$ cat config.mk
export PLATFORM = sky130hd
export DESIGN_NAME = gamepad_event_queue
export DESIGN_NICKNAME = d
export VERILOG_FILES = /design/src/rtl/gamepad_event_queue.sv
export SDC_FILE = /design/constraint.sdc
export NUM_CORES = 1
export LEC_CHECK = 0
export CAP_MARGIN = 30
export CORE_MARGIN = 2
export CORE_UTILIZATION = 40
export DETAILED_ROUTE_END_ITERATION = 12
export PLACE_DENSITY = 0.68
export SYNTH_ARGS = -nofsm -noshare
export SYNTH_HDL_FRONTEND = slang
export SYNTH_SLANG_ARGS = --single-unit
$ cat constraint.sdc
create_clock -name Clock50 -period 3 [get_ports Clock50]
set_input_delay 0.6 -clock Clock50 [delete_from_list [all_inputs] [get_ports Clock50]]
set_output_delay 0.6 -clock Clock50 [all_outputs]
set_load 0.03 [all_outputs]
$ cat src/rtl/gamepad_event_queue.sv
// Gamepad front end: per-frame debounce of the button vector, press-to-event
// conversion and a small event FIFO drained with a valid/ready handshake.
module gamepad_event_queue #(
   parameter int BTN_W           = 12,
   parameter int DEBOUNCE_FRAMES = 3,
   parameter int FIFO_DEPTH      = 8
) (
   input  logic             Clock50,
   input  logic             Reset,
   input  logic             v_sync,
   input  logic [BTN_W-1:0] Buttons,
   input  logic             evt_ready,
   output logic             evt_valid,
   output logic [3:0]       evt_code,
   output logic [3:0]       evt_count,
   output logic [BTN_W-1:0] stable_buttons,
   output logic             overflow
);

   localparam int         PW      = (FIFO_DEPTH > 1) ? $clog2(FIFO_DEPTH) : 1;
   localparam logic [3:0] DEPTH_C = 4'(FIFO_DEPTH);
   localparam logic [2:0] DB_MAX  = 3'(DEBOUNCE_FRAMES - 1);

   logic             r_vs1, r_vs2, r_vs_d;
   logic             w_tick;
   logic [2:0]       r_cnt [BTN_W];
   logic [BTN_W-1:0] r_stable, r_prev, r_pend;
   logic [BTN_W-1:0] w_clr;
   logic [3:0]       w_idx;
   logic [3:0]       r_mem [FIFO_DEPTH];
   logic [PW-1:0]    r_wr, r_rd;
   logic [3:0]       r_count;
   logic             r_ovf;
   logic             w_pop, w_push_req, w_push;

   // Flops reset high so releasing reset with v_sync high cannot fake an edge.
   always_ff @(posedge Clock50 or negedge Reset) begin
      if (!Reset) begin
         r_vs1  <= 1'b1;
         r_vs2  <= 1'b1;
         r_vs_d <= 1'b1;
      end else begin
         r_vs1  <= v_sync;
         r_vs2  <= r_vs1;
         r_vs_d <= r_vs2;
      end
   end

   assign w_tick = r_vs_d & ~r_vs2;

   always_ff @(posedge Clock50 or negedge Reset) begin
      if (!Reset) begin
         for (int i = 0; i < BTN_W; i++) r_cnt[i] <= '0;
         r_stable <= '0;
      end else if (w_tick) begin
         for (int i = 0; i < BTN_W; i++) begin
            if (Buttons[i] == r_stable[i]) begin
               r_cnt[i] <= '0;
            end else if (r_cnt[i] == DB_MAX) begin
               r_stable[i] <= ~r_stable[i];
               r_cnt[i]    <= '0;
            end else begin
               r_cnt[i] <= r_cnt[i] + 3'd1;
            end
         end
      end
   end

   // Lowest pending bit is isolated by two's-complement masking.
   assign w_clr = r_pend & (~r_pend + {{(BTN_W-1){1'b0}}, 1'b1});

   always_comb begin
      w_idx = '0;
      for (int i = BTN_W - 1; i >= 0; i--) begin
         if (r_pend[i]) w_idx = 4'(i);
      end
   end

   always_ff @(posedge Clock50 or negedge Reset) begin
      if (!Reset) begin
         r_prev <= '0;
         r_pend <= '0;
      end else begin
         r_prev <= r_stable;
         r_pend <= (r_pend & ~w_clr) | (r_stable & ~r_prev);
      end
   end

   assign w_pop      = evt_valid & evt_ready;
   assign w_push_req = |r_pend;
   assign w_push     = w_push_req & ((r_count != DEPTH_C) | w_pop);

   always_ff @(posedge Clock50) begin
      if (w_push) r_mem[r_wr] <= w_idx;
   end

   always_ff @(posedge Clock50 or negedge Reset) begin
      if (!Reset) begin
         r_wr    <= '0;
         r_rd    <= '0;
         r_count <= '0;
         r_ovf   <= 1'b0;
      end else begin
         if (w_push) r_wr <= r_wr + PW'(1);
         if (w_pop)  r_rd <= r_rd + PW'(1);
         case ({w_push, w_pop})
            2'b10:   r_count <= r_count + 4'd1;
            2'b01:   r_count <= r_count - 4'd1;
            default: r_count <= r_count;
         endcase
         if (w_push_req && !w_push) r_ovf <= 1'b1;
      end
   end

   assign evt_valid      = (r_count != 4'd0);
   assign evt_code       = evt_valid ? r_mem[r_rd] : 4'd0;
   assign evt_count      = r_count;
   assign stable_buttons = r_stable;
   assign overflow       = r_ovf;

endmodule

Run 1, clock routing:
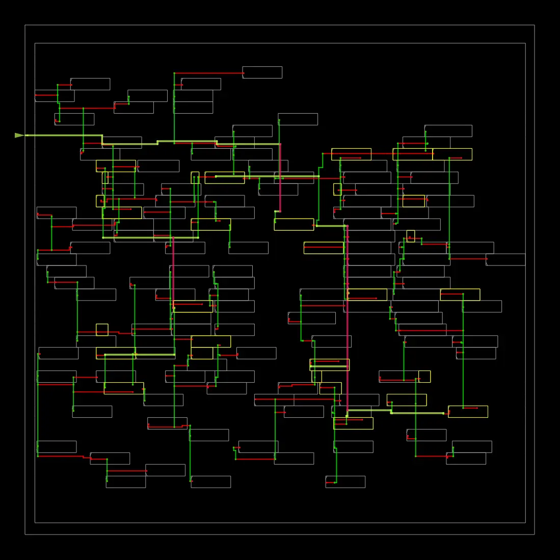
Worst-Skew Late Latency: 400 ps
clkbuf count: 23
FFs & Latches: 118
Setup Skew: 10.6 ps

Run 1, met2 routing:
Scale bar: 20 um.
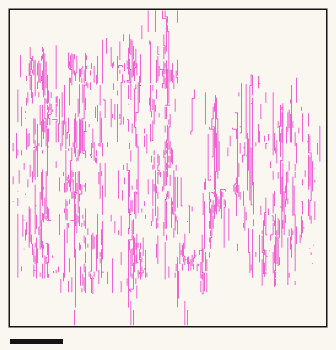
The wires run mostly vertical. 448 nets have wire on it. The longest straight run is 43.0 um.
Via Count: 3512
DRT Wirelength: 9360 um

==> flow_summary.ini, run 1 <==
; yosys + openroad results
[run_status]
status = completed

[power]
p_per_area_nw_per_um2 = 1130

[final_timing]
setup-tns-final_ps = 0
finalClockPeriodUsage_pct = 94.6
fmax_mhz = 352
setup_viol = 0
tightest_slew_ps = 989
fin_ws_ps = 162
holdWs_ps = 179

[final_layout]
fillers = 1150
fin_cells = 690
drive_gt1_share_pct = 14.3
diodes = 0
largest_registers = r_cnt x36, r_mem x32
layout.nets = 528
post-route-util_pct = 50.4

[drt]
dr.max_layer_used = met4
avgViaCountPerCell = 5.09
dr_wl_met3_um = 292
wl_met1_um = 4370

[placed_design]
post-place-ws_ps = 340
dpl_cell_area_sq_um = 5850

[global_route]
grt_max_degree = 52
grt_pass1_vias = 3448

[logic_synthesis]
synth_seq_share_pct = 59.5
edf_count = 32
synth_cell_types = 46
synth_area_sq_um = 5240
yosysWarnings = 0

[clock_network]
ctsHtreeMaxLevel = 4
cts_tree = built
postCtsHoldBufs = 0
cts.sinks = 118

[setup_path]
crit_path_end_kind = primary output
crit_fanout = 10
Run 1, wiring by layer:
Scale bar: 20 um. Two of the layers only.
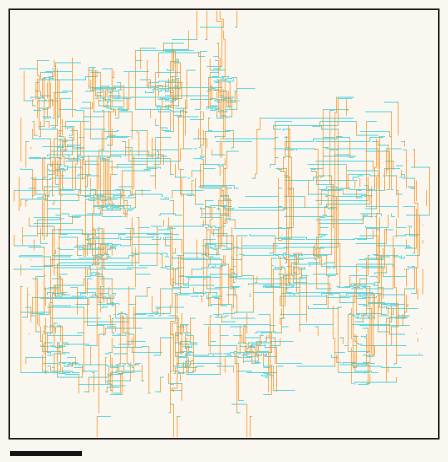
Cyan marks metal 1, wire length 4370 um. Orange marks metal 2, wire length 4600 um.
Overall Global Routing Usage: 14.3%
DR WL/cell: 13.6 um

Run 1, met3 routing:
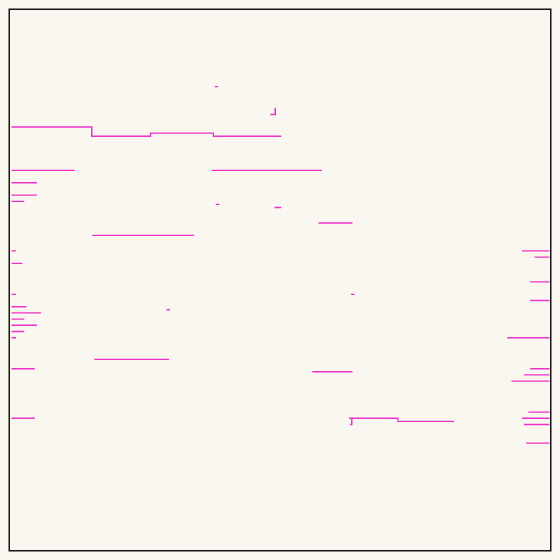
The layer holds 3.1% of the routed length. 31 nets have wire on it. The wires run mostly horizontal.
grt met3 use: 4.25%

==> run 1: report_power, final <==
group,internal [mW],switching [mW]
clock,1.20,0.656
sequential,2.40,0.687
combinational,1.09,1.19
==> run 1: worst max-delay path: stages, from the launching register on <==
cell and delay [ps]:
dfrtp_4 530, mux4_2 540, mux2i_1 140, nor2_1 50
clkdlybuf4s50_1 580
==> run 1: area by class of cell <==
class / instances / area share (%)
clock inverter: 7 / 0.644
multi-input combinational: 297 / 30.7
tap: 172 / 3.36
clock buffer: 23 / 8.12
inverter: 29 / 1.78
timing repair buffer: 44 / 6.75
sequential: 118 / 48.7
==> run 1: cells by family after synthesis <==
logic type,share of synthesized area (%)
muxes,7.66
AOI/OAI and AO/OA,10.9
DFF,59.5
adders and majority gates,1.34
and+or+nand+nor,14.4
xor gates and xnor gates,3.17
buffers and inverters,3.08
==> run 2: changes to the inputs <==
--- a/config.mk
+++ b/config.mk
@@ -5,7 +5,7 @@
 export SDC_FILE = /design/constraint.sdc
 export NUM_CORES = 1
 export LEC_CHECK = 0
-export CAP_MARGIN = 30
+export CAP_MARGIN = 20
 export CORE_MARGIN = 2
 export CORE_UTILIZATION = 40
 export DETAILED_ROUTE_END_ITERATION = 12
Run 2, floorplan with the power grid:
Scale bar: 20 um. Pins as bars on the die edge.
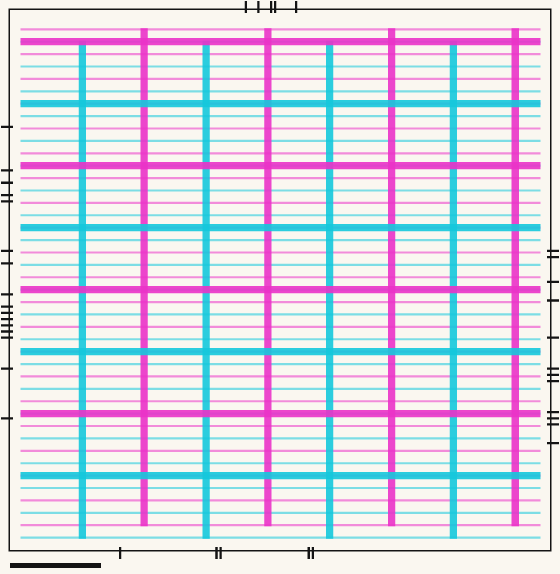
Magenta marks VDD. Cyan marks VSS.
8 straps on met5. The core has 41 rows. 8 straps on met4. 38 signal pins sit on the boundary. 42 met1 rails follow the rows.
Die W: 118 um
die height: 118 um
core area: 12700 sq um
worst vdd ir: 0.587 mV

Run 2, wiring by layer:
Scale bar: 20 um. Two of the layers only.
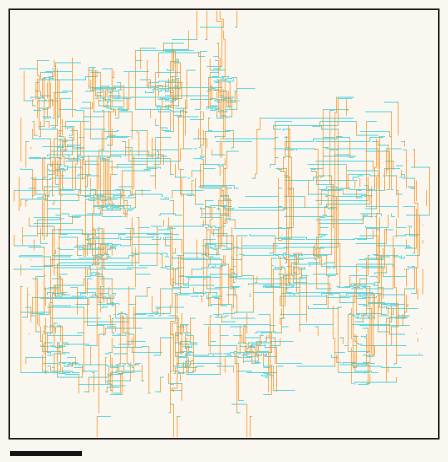
Orange marks metal 2, wire length 4600 um. Cyan marks metal 1, wire length 4370 um.

Run 2, clock routing:
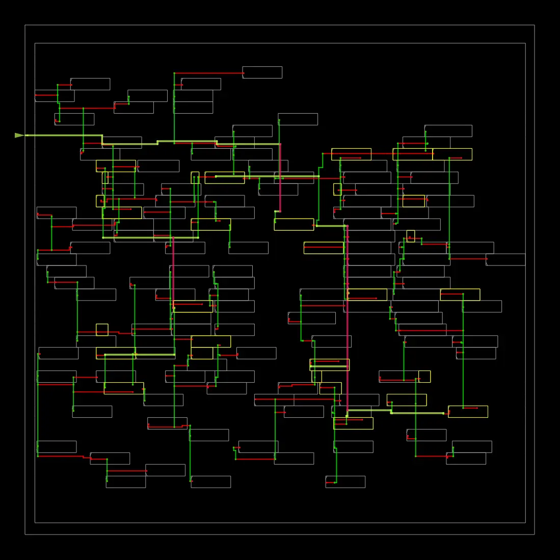
TritonCTS buffer count: 17
clk sinks: 118
Clk power: 1.86 mW

==> run 2 against run 1 <==
Via count did not move. Final area unchanged. Clock power hardly changed. Count of clock-buffer cells in the layout unchanged. Synthesized cell count unchanged. Critical path type unchanged. Largest cell class unchanged.
==> flow_summary.ini, run 2 <==
; yosys + openroad results
[power]
p_comb_mw = 2.28
p_per_area_nw_per_um2 = 1130
p_sw_mw = 2.53
intPower_mw = 4.70
combPwrFrac_pct = 31.5

[placed_design]
post-place-ws_ps = 340

[logic_synthesis]
ys_sh_simple_pct = 14.4
synth-compound-area-share_pct = 10.9
synth_cell_types = 46

[global_route]
met3_usage_pct = 4.25
grt_max_degree = 52
track_usage_pct = 14.3

[final_layout]
fillers = 1150
clockBufferCount = 23
buffers = 44
fin_cells = 690
inv_count = 29
drive_gt1_share_pct = 14.3
clk_share_pct = 8.76
nMultiInputCombCells = 297
largest_registers = r_cnt x36, r_mem x32
largestClassByArea = flip-flops and latches

[run_status]
status = completed

[final_timing]
setup_viol = 0
holdWs_ps = 179
finalClockPeriodUsage_pct = 94.6
fin_ws_ps = 162
skew_ps = 10.6
tightest_slew_ps = 989

[clock_network]
clock.latency.late_pin_ps = 400

[setup_path]
crit_path_end_kind = primary output

[drt]
avgViaCountPerCell = 5.09
[run 2: path summary, 6_finish.rpt]
kind | start | slack, ps | endpoint | cells after the start
worst max-delay path | r_rd[0] | 160 | evt_code[3] | 4
worst min register to register | r_vs1 | 360 | r_vs2 | 0
min in group Clock50 | r_vs1 | 360 | r_vs2 | 0
worst min-delay path | Reset | 180 | r_rd[2] | 1
worst max register to register | r_pend[0] | 690 | evt_count[3] | 9
max in group asynchronous | Reset | 2130 | r_vs_d | 2
[run 2: critical path: stages, from the launching register on]
cell and delay, ps:
dfrtp_4 530, mux4_2 540, mux2i_1 140, nor2_1 50, clkdlybuf4s50_1 580
[run 2: timing repair]
| item | 4_1_cts | 5_1_grt |
|---|---|---|
| setup buffers | 0 | 0 |
| resized | 1 | 1 |
| endpoints found under the setup margin | 4 | 2 |
No activity file was given, so power comes from the tool's default toggle rates.
